File: src/rtl/fetch_stage.sv
// Instruction-fetch stage: PC register, next-PC selection and the IF/ID register, with one delay slot.
// Optional FETCH_PERF_CNT_EN adds saturating fetch and stall counters.
module fetch_stage #(
    parameter logic [31:0] RESET_PC = 32'h0000_3000
) (
    input  logic        clk,
    input  logic        reset,
    input  logic        stall,
    input  logic        branch_jump,
    input  logic [2:0]  npc_sel,
    input  logic        cmp_true,
    input  logic [31:0] jr_target,
    output logic [31:0] imem_addr,
    input  logic [31:0] imem_rdata,
`ifdef FETCH_PERF_CNT_EN
    output logic [31:0] fetch_cnt,
    output logic [31:0] stall_cnt,
`endif
    output logic [31:0] instr_d,
    output logic [31:0] pc_d,
    output logic [31:0] pc8_d,
    output logic        valid_d
);

    logic [31:0] pcF;
    logic [31:0] nextPc;
    logic [31:0] seqPc;
    logic [31:0] branchTarget;
    logic [31:0] jumpTarget;
    logic        redir;

    assign imem_addr    = pcF;
    assign pc8_d        = pc_d + 32'd8;
    assign seqPc        = pcF + 32'd4;
    assign branchTarget = pc_d + 32'd4 + {{14{instr_d[15]}}, instr_d[15:0], 2'b00};
    assign jumpTarget   = {pc_d[31:28], instr_d[25:0], 2'b00};

    // A reset bubble in ID carries no real branch, so it must never redirect.
    assign redir = valid_d & branch_jump & ~stall;

    always_comb begin
        nextPc = seqPc;
        if (redir) begin
            case (npc_sel)
                3'd0:    nextPc = cmp_true ? branchTarget : seqPc;
                3'd1:    nextPc = jumpTarget;
                3'd2:    nextPc = jr_target;
                default: nextPc = seqPc;
            endcase
        end
    end

    // The delay-slot instruction at pcF is always latched; redirects only steer the PC.
    always_ff @(posedge clk) begin
        if (reset) begin
            pcF     <= RESET_PC;
            instr_d <= 32'h0;
            pc_d    <= RESET_PC;
            valid_d <= 1'b0;
        end else if (!stall) begin
            pcF     <= nextPc;
            instr_d <= imem_rdata;
            pc_d    <= pcF;
            valid_d <= 1'b1;
        end
    end

`ifdef FETCH_PERF_CNT_EN
    always_ff @(posedge clk) begin
        if (reset) begin
            fetch_cnt <= 32'h0;
            stall_cnt <= 32'h0;
        end else if (stall) begin
            if (stall_cnt != 32'hFFFF_FFFF)
                stall_cnt <= stall_cnt + 32'd1;
        end else begin
            if (fetch_cnt != 32'hFFFF_FFFF)
                fetch_cnt <= fetch_cnt + 32'd1;
        end
    end
`endif

endmodule
File: config.mk
export PLATFORM = sky130hd
export DESIGN_NAME = fetch_stage
export DESIGN_NICKNAME = d
export VERILOG_FILES = /design/src/rtl/fetch_stage.sv
export SDC_FILE = /design/constraint.sdc
export NUM_CORES = 1
export LEC_CHECK = 0
export ABC_AREA = 1
export CAP_MARGIN = 40
export CORE_MARGIN = 3
export CORE_UTILIZATION = 35
export CTS_CLUSTER_SIZE = 30
export DETAILED_ROUTE_END_ITERATION = 7
export PLACE_DENSITY = 0.64
export SYNTH_ARGS = -nofsm -noshare
export SYNTH_HDL_FRONTEND = slang
export SYNTH_SLANG_ARGS = --single-unit
File: constraint.sdc
create_clock -name clk -period 2.76 [get_ports clk]
set_clock_uncertainty 0.05 [all_clocks]
set_input_delay 0.552 -clock clk [delete_from_list [all_inputs] [get_ports clk]]
set_output_delay 0.552 -clock clk [all_outputs]
set_load 0.03 [all_outputs]
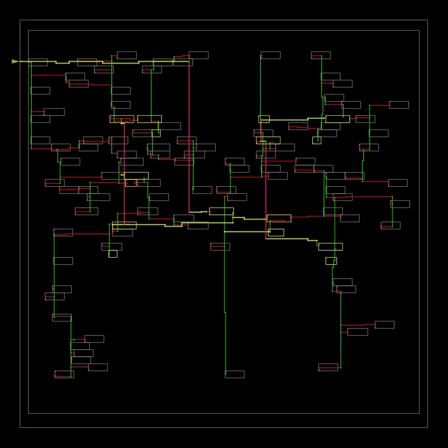
Figure 1: the clock network.
# clock sinks: 97
FF+latch count: 97

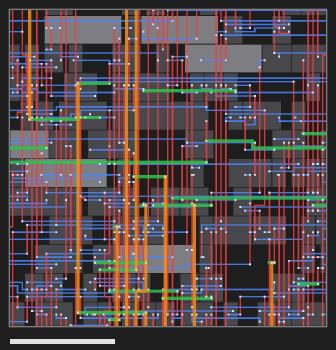
Figure 2: close-up of the layout.
Scale bar: 10 µm. Region (63, 63) to (93, 93) µm. Cells in grey, sequential cells in the stronger grey; small squares are vias.
M2 -> red
M4 -> orange
M1 -> blue
M3 -> green
cells with their middle in the window = 86
netlist names of flops here include = imem_addr (2), pc_d (2)
most frequent = nand2_1 (23), inv_1 (10), a21oi_1 (9)
sequential cells in the window = 5

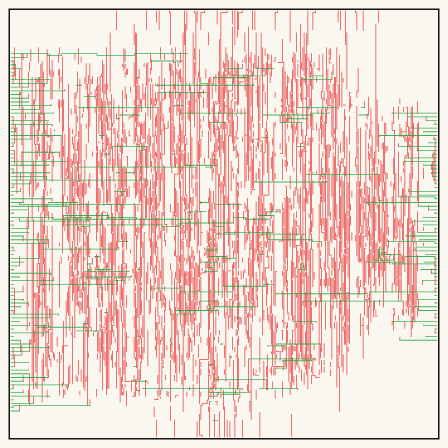
Figure 3: signal wires by layer.
Two of the layers only.
M2 -> red  # wire length 16600 µm
M3 -> green  # wire length 2500 µm
DR vias: 9673
Total GRT Usage: 28.0%
average wire per cell in the routed design: 19.1 µm
routed wire length: 35.4 mm

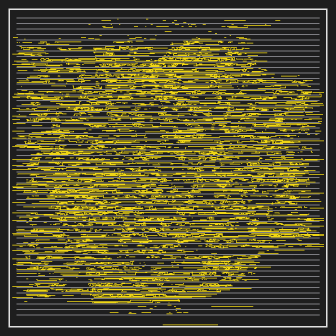
Figure 4: metal 1.
Supply wires on this layer in grey.
wire length on this layer = 14800 µm
longest straight run = 40.5 µm
share of all routed wire = 42%
nets with wire on the layer = 1542

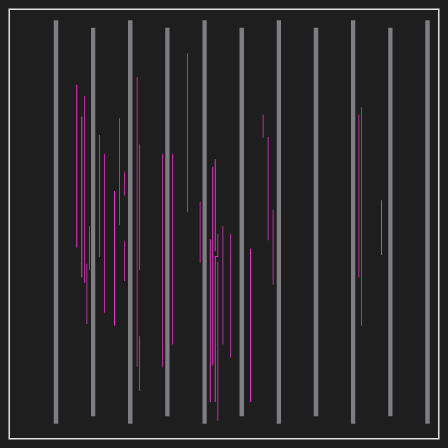
Figure 5: signal wires on met4.
Supply wires on this layer in grey.
wire length on this layer = 1490 µm
share of all routed wire = 4.2%

==> impl_metrics.xml <==
<?xml version="1.0" encoding="UTF-8"?>
<metrics>
  <group name="routing">
    <metric name="final_ant_viol_nets" unit="">0</metric>
    <metric name="detailedRoute.firstPassIterationCount" unit="">6</metric>
    <metric name="detail_route.vias_per_cell" unit="">5.22</metric>
    <metric name="drtIter0Drc" unit="">666</metric>
    <metric name="drcViolationCount" unit="">0</metric>
  </group>
  <group name="power_and_ir_drop">
    <metric name="swShare" unit="%">38.1</metric>
    <metric name="ir_worst_vdd" unit="µV">350</metric>
    <metric name="p_per_area" unit="nW/µm²">385</metric>
    <metric name="pwr-share-seq" unit="%">35.1</metric>
    <metric name="intPower" unit="W">0.00283</metric>
    <metric name="pwr-share-comb" unit="%">35.8</metric>
    <metric name="cellLeakagePower" unit="nW">5.47</metric>
    <metric name="power.total" unit="W">0.00456</metric>
    <metric name="clock_power_share" unit="%">29.0</metric>
    <metric name="switching_power" unit="W">0.00174</metric>
  </group>
  <group name="worst_setup_path">
    <metric name="path_class" unit="">flip-flop to primary output</metric>
    <metric name="critical_path.max_fanout" unit="">3</metric>
    <metric name="rr_worst_depth" unit="">18</metric>
    <metric name="cp_slowest_cell" unit="">sky130_fd_sc_hd__dfxtp_4</metric>
    <metric name="timing.reg2reg.setup_slack" unit="ns">0.13</metric>
    <metric name="cp-end-kind" unit="">primary output</metric>
    <metric name="timing.critical_path.slowest_cell_delay" unit="ns">0.37</metric>
    <metric name="timing.critical_path.max_delay_family" unit="">simple AND/OR/NAND/NOR gates</metric>
    <metric name="cp-startpoint" unit="">pc_d[3]</metric>
    <metric name="crit_path_cell_trace" unit="">ha_4, nand2_4, nor3_4, nand3_4, nor2_4, nand2_2, nor3_4, nand3_4, nor2_4, nand2_2, xor2_4, buf_12</metric>
    <metric name="ff_to_ff_end" unit="">imem_addr[29]</metric>
    <metric name="critPathLaunchType" unit="">flip-flop</metric>
    <metric name="worst-endpoint-arrival" unit="ns">2.37</metric>
    <metric name="critPathBufInv" unit="">1</metric>
    <metric name="worstReg2RegStart" unit="">pc_d[3]</metric>
  </group>
  <group name="floorplanning">
    <metric name="initial_core_util" unit="%">35.9</metric>
    <metric name="die.size.y" unit="µm">156</metric>
    <metric name="die_width" unit="µm">156</metric>
    <metric name="floorplan.die_area" unit="µm²">24400</metric>
    <metric name="design.portCount" unit="">201</metric>
    <metric name="core" unit="µm²">22000</metric>
    <metric name="core.rowCount" unit="">54</metric>
  </group>
  <group name="grt">
    <metric name="via_count_of_the_first_global_routing_pass" unit="">9330</metric>
    <metric name="grt.overflow.total" unit="">0</metric>
    <metric name="grt_max_degree" unit="">105</metric>
    <metric name="antenna_found_initial" unit="">0</metric>
  </group>
  <group name="timing">
    <metric name="min_period_over_period" unit="%">108</metric>
    <metric name="achievable-frequency" unit="MHz">337</metric>
    <metric name="final-setup-viol-count" unit="">12</metric>
    <metric name="tightestPinTransition" unit="ns">0.885</metric>
    <metric name="setup_tns" unit="ns">-1.34</metric>
    <metric name="postLayoutSetupSlackWorst" unit="ns">-0.209</metric>
    <metric name="holdWs" unit="ns">0.419</metric>
    <metric name="count_of_endpoints_failing_hold_in_the_final_timing_report" unit="">0</metric>
    <metric name="final_period_minus_worst_setup_slack" unit="ns">2.97</metric>
    <metric name="slew_hr" unit="%">41.0</metric>
  </group>
  <group name="synth">
    <metric name="edf_count" unit="">0</metric>
    <metric name="asr_flop_ratio_synth" unit="%">0</metric>
    <metric name="synth.top_cell.area_share" unit="%">24.5</metric>
    <metric name="synth.yosys.seq_area_share" unit="%">24.5</metric>
    <metric name="syn_area" unit="µm²">7910</metric>
    <metric name="ff_type" unit="">sky130_fd_sc_hd__dfxtp_1</metric>
    <metric name="ys.warnings.count" unit="">0</metric>
    <metric name="common_cells" unit="">286 x sky130_fd_sc_hd__nand2_1, 158 x sky130_fd_sc_hd__inv_1, 137 x sky130_fd_sc_hd__o21ai_0</metric>
    <metric name="top_cells_by_area" unit="">sky130_fd_sc_hd__dfxtp_1 25%, sky130_fd_sc_hd__nand2_1 14%, sky130_fd_sc_hd__ha_1 9.3%, sky130_fd_sc_hd__o21ai_0 8.7%, sky130_fd_sc_hd__inv_1 7.5%</metric>
    <metric name="synth.ff_latch_count" unit="">97</metric>
    <metric name="avgSynthCellArea" unit="µm²">6.20</metric>
    <metric name="synth_dominant_cell_count" unit="">sky130_fd_sc_hd__nand2_1</metric>
    <metric name="synth.net_count" unit="">1407</metric>
    <metric name="synth_area_leader_cell" unit="">sky130_fd_sc_hd__dfxtp_1</metric>
    <metric name="yosys_area" unit="µm²">7910</metric>
  </group>
  <group name="clock_tree">
    <metric name="cts_root_buffer" unit="">sky130_fd_sc_hd__clkbuf_16</metric>
    <metric name="htree_num_levels" unit="">3</metric>
    <metric name="tritoncts" unit="">yes</metric>
    <metric name="worstSkewPairLatency" unit="ns">0.37</metric>
    <metric name="cts_buffers" unit="">9</metric>
    <metric name="cts.path.max_buffers" unit="">2</metric>
    <metric name="cts_hold_repair.buffers" unit="">0</metric>
  </group>
  <group name="final_layout">
    <metric name="finalNonFillerCells" unit="">1853</metric>
    <metric name="drive_above_1_share" unit="%">17.1</metric>
    <metric name="stdcell_area" unit="µm²">11800</metric>
    <metric name="antenna_cells_inserted" unit="">0</metric>
    <metric name="finalNetCount" unit="">1700</metric>
    <metric name="area_growth_syn_to_layout" unit="%">49.7</metric>
  </group>
  <group name="placed_design">
    <metric name="buffer_ports.inserted" unit="">200</metric>
    <metric name="replace_congestion" unit="">0.973</metric>
    <metric name="dp.cells" unit="">1808</metric>
    <metric name="placed_cell_area" unit="µm²">11000</metric>
  </group>
  <group name="worst_hold_path">
    <metric name="worstHoldEndpoint" unit="">instr_d[18]</metric>
    <metric name="hold_class" unit="">flip-flop to flip-flop</metric>
    <metric name="min_delay_path_depth" unit="">2</metric>
    <metric name="hold_startpoint" unit="">instr_d[18]</metric>
  </group>
  <group name="status">
    <metric name="outcome" unit="">finished, violations left</metric>
    <metric name="violations" unit="">setup timing</metric>
  </group>
  <group name="run">
    <metric name="maxCapViolations" unit="">0</metric>
    <metric name="openroad_warning_count" unit="">31</metric>
  </group>
</metrics>
-- flip-flops by register name, summed over array words and instances (netlist names) --
register   cells
imem_addr     32
instr_d       32
pc_d          32
valid_d        1
-- power groups by stage --
stage,logic [W],registers (W),clock network (W)
after floorplan,0.000632,0.00180,0
after global placement,0.00156,0.00163,0
after detailed placement,0.00156,0.00163,0
after CTS,0.00159,0.00160,0.00134
after global routing,0.00176,0.00161,0.00139
final,0.00164,0.00160,0.00132
-- kinds of logic after synthesis --
group	synth area share [%]
xor+xnor	5.09
simple gates	32.5
flops	24.5
fa+ha+maj	9.59
buf+inv	10.3
compound gates	18.0
-- cell type report --
cell class | instances | area [µm²]
fillers | 2190 | 10200
flip-flops and latches | 97 | 1980
inverters | 158 | 593
clock inverters | 7 | 76.3
clock buffers | 9 | 225
well taps | 280 | 350
repair buffers | 335 | 3130
multi-input cells | 967 | 5490
-- worst max-delay path by stage --
stage	endpoint	slack (ns)	cells after the start
floorplan	pc8_d[31]	-0.0008	11
global placement	imem_addr[21]	-0.06	19
detailed placement	imem_addr[21]	-0.14	19
CTS	pc8_d[26]	-0.22	11
global route	pc8_d[31]	-0.31	12
finish	pc8_d[31]	-0.21	12
-- per-stage QoR --
step | util [%] | setup slack, ns
after CTS | 52.4 | -0.218
final | 53.8 | -0.209
after detailed placement | 49.9 | -0.140
after global placement | 49.9 | -0.0554
after floorplan | - | -0.000810
after global routing | 53.8 | -0.314
-- what timing repair did --
| action | 4_1_cts | 5_1_grt |
|---|---|---|
| setup endpoints to repair | 25 | 38 |
| pin swaps | 17 | 28 |
| setup buffers | 17 | 12 |
| resized | 44 | 60 |
-- worst min-delay path, delay by kind of cell, from the launching register on --
family                 cells  cell delay (ns)
DFF                        1             0.31
buffers and inverters      1             0.06
AOI/OAI and AO/OA          1             0.06
-- per-layer routing --
| layer | GRT usage, % | routed length [µm] |
|---|---|---|
| met3 | 5.01 | 2500 |
| met5 | 0 | 0 |
| met1 | 35.3 | 14800 |
| met4 | 11.5 | 1490 |
| met2 | 47.3 | 16600 |
-- cell usage in the layout, fill, tap and decap left out, types with 18 or more instances in the layout --
cell type / n
sky130_fd_sc_hd__xor2_1: 25
sky130_fd_sc_hd__nor3_1: 18
sky130_fd_sc_hd__nor2_1: 131
sky130_fd_sc_hd__ha_1: 54
sky130_fd_sc_hd__nand2_1: 266
sky130_fd_sc_hd__a21oi_1: 97
sky130_fd_sc_hd__nand3_1: 97
sky130_fd_sc_hd__inv_1: 155
sky130_fd_sc_hd__dfxtp_1: 82
sky130_fd_sc_hd__buf_4: 134
sky130_fd_sc_hd__nand2_2: 19
sky130_fd_sc_hd__clkdlybuf4s50_1: 175
sky130_fd_sc_hd__o21ai_0: 133
No activity file was given, so power comes from the tool's default toggle rates.
